## src/rtl/cursor_hid_report_pkg.sv

```systemverilog
// Shared definitions for the cursor HID report path: FSM encoding, report
// framing constants and the saturation helpers used by both axes.
package cursor_hid_report_pkg;

  typedef enum logic [2:0] {
    ST_IDLE,
    ST_CALC,
    ST_B0,
    ST_B1,
    ST_B2
  } state_e;

  localparam int REPORT_LEN = 3;
  localparam int INT8_LIM   = 127;
  localparam int ACC_W      = 24;
  localparam int SUM_W      = ACC_W + 2;
  localparam int ACC_MAX    = (1 << (ACC_W - 1)) - 1;

  // Symmetric int8 clamp; -128 is never emitted.
  function automatic logic signed [7:0] clamp_i8(input logic signed [ACC_W-1:0] v);
    if (int'(v) > INT8_LIM) begin
      return 8'sd127;
    end else if (int'(v) < -INT8_LIM) begin
      return -8'sd127;
    end else begin
      return 8'(v);
    end
  endfunction

  function automatic logic signed [ACC_W-1:0] sat_acc(input logic signed [SUM_W-1:0] v);
    if (int'(v) > ACC_MAX) begin
      return ACC_W'(ACC_MAX);
    end else if (int'(v) < -ACC_MAX) begin
      return ACC_W'(-ACC_MAX);
    end else begin
      return ACC_W'(v);
    end
  endfunction

endpackage

```

## src/rtl/cursor_axis_accum.sv

```systemverilog
// One motion axis: tick-to-tick delta with deadzone, saturating accumulator,
// gain shift with int8 clamp, and removal of the emitted amount on CALC.
module cursor_axis_accum
  import cursor_hid_report_pkg::*;
#(
  parameter int GAIN_SHIFT = 2,
  parameter int DEADZONE   = 2
) (
  input  logic               clk,
  input  logic               rst,
  input  logic               i_tick,
  input  logic               i_primed,
  input  logic               i_calc,
  input  logic signed [15:0] i_mu,
  output logic signed [7:0]  o_e
);

  logic signed [15:0]      r_prev;
  logic signed [ACC_W-1:0] r_acc;

  logic signed [16:0]      w_delta;
  logic        [16:0]      w_mag;
  logic signed [16:0]      w_d;
  logic signed [ACC_W-1:0] w_scaled;
  logic signed [ACC_W-1:0] w_sub;
  logic signed [SUM_W-1:0] w_sum;

  assign w_delta  = 17'(i_mu) - 17'(r_prev);
  assign w_mag    = w_delta[16] ? 17'(-w_delta) : 17'(w_delta);
  assign w_d      = (!(i_tick && i_primed) || (w_mag <= 17'(DEADZONE))) ? '0 : w_delta;

  // The emitted value is taken from the pre-tick accumulator; a tick landing
  // in the same cycle is added on top of the residual.
  assign w_scaled = r_acc >>> GAIN_SHIFT;
  assign o_e      = clamp_i8(w_scaled);
  assign w_sub    = i_calc ? (ACC_W'(o_e) <<< GAIN_SHIFT) : '0;
  assign w_sum    = SUM_W'(r_acc) - SUM_W'(w_sub) + SUM_W'(w_d);

  // NOTE: state registers use non-blocking assignments so every flop samples
  // pre-edge values regardless of block ordering.
  always_ff @(posedge clk or posedge rst) begin
    if (rst) begin
      r_prev <= '0;
      r_acc  <= '0;
    end else begin
      if (i_tick) r_prev <= i_mu;
      r_acc <= sat_acc(w_sum);
    end
  end

endmodule

```

## src/rtl/cursor_hid_report.sv

```systemverilog
// Turns filtered cursor position into 3-byte relative HID reports
// ({btn}, dx, dy) on a ready/valid byte stream, one report per tick.
module cursor_hid_report
  import cursor_hid_report_pkg::*;
#(
  parameter int GAIN_SHIFT = 2,
  parameter int DEADZONE   = 2
) (
  input  logic               clk,
  input  logic               rst,
  input  logic signed [15:0] mu_x_f,
  input  logic signed [15:0] mu_y_f,
  input  logic               report_tick,
  input  logic [1:0]         btn,
  output logic [7:0]         tx_data,
  output logic               tx_valid,
  input  logic               tx_ready,
  output logic               tx_last,
  output logic [7:0]         drop_cnt
);

  state_e      r_state;
  logic        r_primed;
  logic [7:0]  r_tx_data;
  logic        r_tx_valid;
  logic        r_tx_last;
  logic [7:0]  r_dx;
  logic [7:0]  r_dy;
  logic [7:0]  r_drop;
  logic [1:0]  r_last_btn;

  logic              w_ptick;
  logic              w_calc;
  logic signed [7:0] w_ex;
  logic signed [7:0] w_ey;

  assign w_ptick = report_tick && r_primed;
  assign w_calc  = (r_state == ST_CALC);

  cursor_axis_accum #(
    .GAIN_SHIFT(GAIN_SHIFT),
    .DEADZONE  (DEADZONE)
  ) u_axis_x (
    .clk     (clk),
    .rst     (rst),
    .i_tick  (report_tick),
    .i_primed(r_primed),
    .i_calc  (w_calc),
    .i_mu    (mu_x_f),
    .o_e     (w_ex)
  );

  cursor_axis_accum #(
    .GAIN_SHIFT(GAIN_SHIFT),
    .DEADZONE  (DEADZONE)
  ) u_axis_y (
    .clk     (clk),
    .rst     (rst),
    .i_tick  (report_tick),
    .i_primed(r_primed),
    .i_calc  (w_calc),
    .i_mu    (mu_y_f),
    .o_e     (w_ey)
  );

  always_ff @(posedge clk or posedge rst) begin
    if (rst) begin
      r_state    <= ST_IDLE;
      r_primed   <= 1'b0;
      r_tx_data  <= '0;
      r_tx_valid <= 1'b0;
      r_tx_last  <= 1'b0;
      r_dx       <= '0;
      r_dy       <= '0;
      r_drop     <= '0;
      r_last_btn <= 2'b00;
    end else begin
      if (report_tick) r_primed <= 1'b1;
      // Any primed tick outside IDLE is lost as a report trigger, including
      // one that coincides with the final handshake.
      if (w_ptick && (r_state != ST_IDLE) && (r_drop != 8'hFF)) r_drop <= r_drop + 8'd1;

      case (r_state)
        ST_IDLE: if (w_ptick) r_state <= ST_CALC;
        ST_CALC: begin
          r_dx <= w_ex;
          r_dy <= w_ey;
          if ((w_ex == 8'sd0) && (w_ey == 8'sd0) && (btn == r_last_btn)) begin
            r_state <= ST_IDLE;
          end else begin
            r_state    <= ST_B0;
            r_tx_valid <= 1'b1;
            r_tx_data  <= {6'b0, btn};
            r_tx_last  <= 1'b0;
          end
        end
        ST_B0: if (tx_ready) begin
          r_last_btn <= r_tx_data[1:0];
          r_tx_data  <= r_dx;
          r_state    <= ST_B1;
        end
        ST_B1: if (tx_ready) begin
          r_tx_data <= r_dy;
          r_tx_last <= 1'b1;
          r_state   <= ST_B2;
        end
        ST_B2: if (tx_ready) begin
          r_tx_valid <= 1'b0;
          r_tx_last  <= 1'b0;
          r_state    <= ST_IDLE;
        end
        default: r_state <= ST_IDLE;
      endcase
    end
  end

  assign tx_data  = r_tx_data;
  assign tx_valid = r_tx_valid;
  assign tx_last  = r_tx_last;
  assign drop_cnt = r_drop;

endmodule

```

## config.mk

```make
export PLATFORM = sky130hd
export DESIGN_NAME = cursor_hid_report
export DESIGN_NICKNAME = d
export VERILOG_FILES = /design/src/rtl/cursor_hid_report_pkg.sv /design/src/rtl/cursor_axis_accum.sv /design/src/rtl/cursor_hid_report.sv
export SDC_FILE = /design/constraint.sdc
export NUM_CORES = 1
export LEC_CHECK = 0
export CELL_PAD_IN_SITES_DETAIL_PLACEMENT = 1
export CELL_PAD_IN_SITES_GLOBAL_PLACEMENT = 1
export CORE_UTILIZATION = 35
export CTS_BUF_LIST = sky130_fd_sc_hd__clkbuf_4
export DETAILED_ROUTE_END_ITERATION = 8
export DONT_BUFFER_PORTS = 1
export PLACE_DENSITY = 0.62
export SLEW_MARGIN = 20
export SYNTH_ARGS = -nofsm -noshare
export SYNTH_HDL_FRONTEND = slang
export SYNTH_SLANG_ARGS = --single-unit
export TNS_END_PERCENT = 100
```

## constraint.sdc

```tcl
create_clock -name clk -period 8.02 [get_ports clk]
set_clock_uncertainty 0.2 [all_clocks]
set_input_delay 2.406 -clock clk [delete_from_list [all_inputs] [get_ports clk]]
set_output_delay 2.406 -clock clk [all_outputs]
set_load 0.05 [all_outputs]
```

==> results_slide.txt <==
Key Metrics from the Run

Synth
  • Main synth FF type: sky130_fd_sc_hd__dfrtp_1
  • Mean instance size in the synthesized netlist: approximately 8.3 um2
  • Yosys chip area: roughly 12000 um2
  • Seq/Total Area, Yosys: roughly a quarter
  • Post-synthesis cell type with the largest combined area: sky130_fd_sc_hd__dfrtp_1
  • Post-synth top cells: sky130_fd_sc_hd__inv_1 (156), sky130_fd_sc_hd__nand2_1 (130), sky130_fd_sc_hd__a21oi_1 (123)

Worst setup path
  • Data arrival, critical path: 8.38 ns
  • Highest-delay cell along the critical path: sky130_fd_sc_hd__or4_4
  • Element type at the critical path end: flip-flop
  • Critical Path Max Stage Delay: slightly below 0.6 ns

Clocking
  • Count of hold buffers inserted by post-cts repair: 0
  • Clock latency of the later-clocked register in the worst-skew pair: approximately 0.58 ns

Timing
  • Hold slack final: roughly 0.29 ns
  • Count of endpoints failing setup in the final report: 19
  • Final worst-path setup slack: -0.1064 ns

Drt
  • DRC errors left: 0
  • Mean number of vias per cell: roughly 5.4
  • DRC violation total after the first TritonRoute iteration: ~430
  • Average wire per cell in the routed design: about 18 um
  • Vias: between 10000 and 15000

Status
  • Run status: finished, violations left
  • Violations in the final reports: negative setup slack

Final layout
  • Most common logic cells in the final layout: sky130_fd_sc_hd__buf_4 (346), sky130_fd_sc_hd__inv_1 (150), sky130_fd_sc_hd__nand2_1 (126)

Global route
  • Global-route wire length before repair: just over 60000 um
  • Aggregate global routing overflow: 0
  • Total GRT Usage: a little under a quarter
  • Number of antenna violations at the first check in global routing: 1

Placed design
  • Routability cong.: 0.8718
  • Total cell area at the placement stage: ~15000 um2

Hold path
  • Tightest Hold Check Type: reg2reg

Floorplan
  • Fp_density: between 30% and 40%
[cell families (layout without fill, tap and decap cells)]
| family | after synthesis | in the layout | synth area share, % |
|---|---|---|---|
| buffers and inverters | 195 | 542 | 6.505 |
| DFF | 120 | 120 | 26.06 |
| muxes | 18 | 18 | 1.651 |
| adders and majority gates | 133 | 133 | 17.44 |
| AOI/OAI and AO/OA | 418 | 420 | 24.19 |
| xor gates and xnor gates | 61 | 61 | 4.637 |
| other | 0 | 1 | 0 |
| and+or+nand+nor | 441 | 441 | 19.51 |
[final timing paths]
| path | depth (start not counted) | start | to | slack (ns) |
|---|---|---|---|---|
| max | 27 | mu_x_f[4] | u_axis_x.r_acc[4]$_DFF_PP0_ | -0.11 |
| max in group asynchronous | 2 | rst | u_axis_y.r_acc[0]$_DFF_PP0_ | 4.64 |
| max reg2reg | 28 | u_axis_x.r_prev[4]$_DFFE_PP0P_ | u_axis_x.r_acc[4]$_DFF_PP0_ | 1.34 |
| min in group asynchronous | 1 | rst | u_axis_x.r_prev[13]$_DFFE_PP0P_ | 1.57 |
| min | 1 | r_dx[1]$_DFFE_PP0P_ | r_dx[1]$_DFFE_PP0P_ | 0.29 |
| min reg2reg | 1 | r_dx[1]$_DFFE_PP0P_ | r_dx[1]$_DFFE_PP0P_ | 0.29 |
[critical path, delay by kind of cell]
family / cells / cell delay (ns)
adder cells (fa/ha/maj): 3 / 0.93
AND-OR/OR-AND: 11 / 2.01
XOR/XNOR: 1 / 0.28
buffers and inverters: 6 / 0.99
AND/OR/NAND/NOR: 6 / 1.73
[state kept, by name (all words and copies together), names as in the netlist]
register,flops
u_axis_x.r_acc,24
u_axis_y.r_acc,24
u_axis_x.r_prev,16
u_axis_y.r_prev,16
drop_cnt,8
r_dx,8
r_dy,8
tx_data,8
r_state,3
r_last_btn,2
r_primed,1
tx_last,1
tx_valid,1
[through the flow]
| stage | util, % | cells |
|---|---|---|
| after floorplan | - | 1386 |
| after global placement | 45.39 | 2121 |
| after detailed placement | 45.39 | 2121 |
| after CTS | 46.52 | 2159 |
| after global routing | 48.66 | 2178 |
| final | 48.66 | 2178 |
[routing by layer]
layer	vias to the layer above	routed length, um	track usage [%]
li1	5668	-	-
met2	114	20430	42.79
met3	50	780	2.932
met4	0	867	6.800
met5	-	0	0
met1	5825	16870	27.12
[what timing repair did]
item / 4_1_cts / 5_1_grt
pin swaps: 9 / 33
setup buffers: 7 / 17
cloned: 2 / 2
setup endpoints to repair: 42 / 46
resized: 11 / 106
[layout make-up]
cell class | instances | area [um2] | share of cell area (%)
inverters | 157 | 611.8 | 3.874
well taps | 442 | 553.0 | 3.502
multi-input cells | 1073 | 8637 | 54.69
flip-flops and latches | 120 | 3003 | 19.01
clock inverters | 11 | 86.33 | 0.5467
diodes | 1 | 2.502 | 0.01585
repair buffers | 356 | 2764 | 17.50
clock buffers | 18 | 135.1 | 0.8557
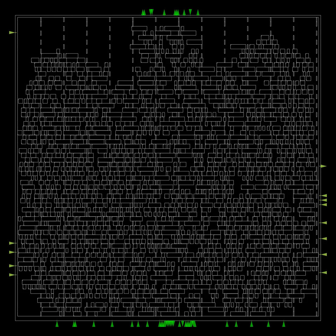
(images/placement.png)
number of placement rows: 66
fraction of standard cell area that is sequential: 19.01%
fill count: 3884
number of sequential storage elements: 120
Well Taps: 442

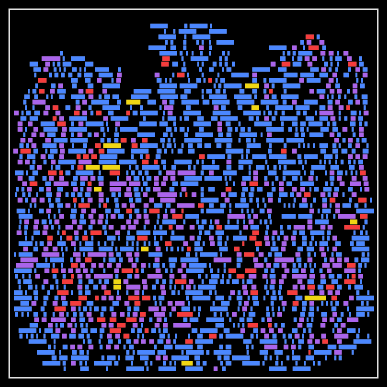
(images/sizes.png)
(2 px per um)
Key: _3 and _4 cells = purple [cells 420, share 24%, most used buf_4]; _2 cells = red [cells 116, share 6.7%, most used a21oi_2]; _6 and larger = yellow [cells 13, share 0.75%, most used buf_6]; _0 and _1 cells = blue [cells 1186, share 68%, most used inv_1]
area growth from synthesis to layout: 37.06%
final worst-path setup slack: -0.1064 ns
post-route cell area: 15790 um2
Non-clk bufs: 356

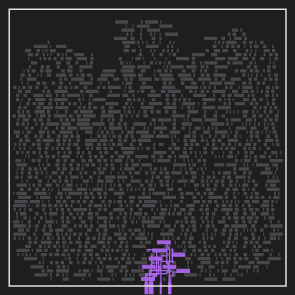
(images/io_fan.png)
(1.5 px per um)
Key: `drop_cnt` = purple [bits 8, direction output, edge south, end cells 8, buffers 0, wire 280 um]
count of port buffers added during placement: 0
I/O pin cnt: 56

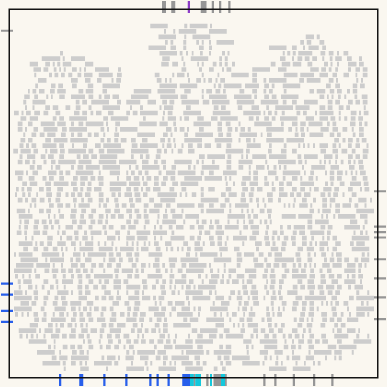
(images/io_placement.png)
(2 px per um) Pins as bars across the die edge, other pins in grey.
Key: `drop_cnt` = cyan [pins 8, direction output, edge south]; `tx_valid` = purple [pins 1, direction output, edge north]; `mu_x_f` = blue [pins 16, direction input, edge 12 south, 4 west]
All pins by edge: 32 south, 11 north, 8 east, 5 west.
vertical die dimension: 183.4 um
Die W: 183.4 um

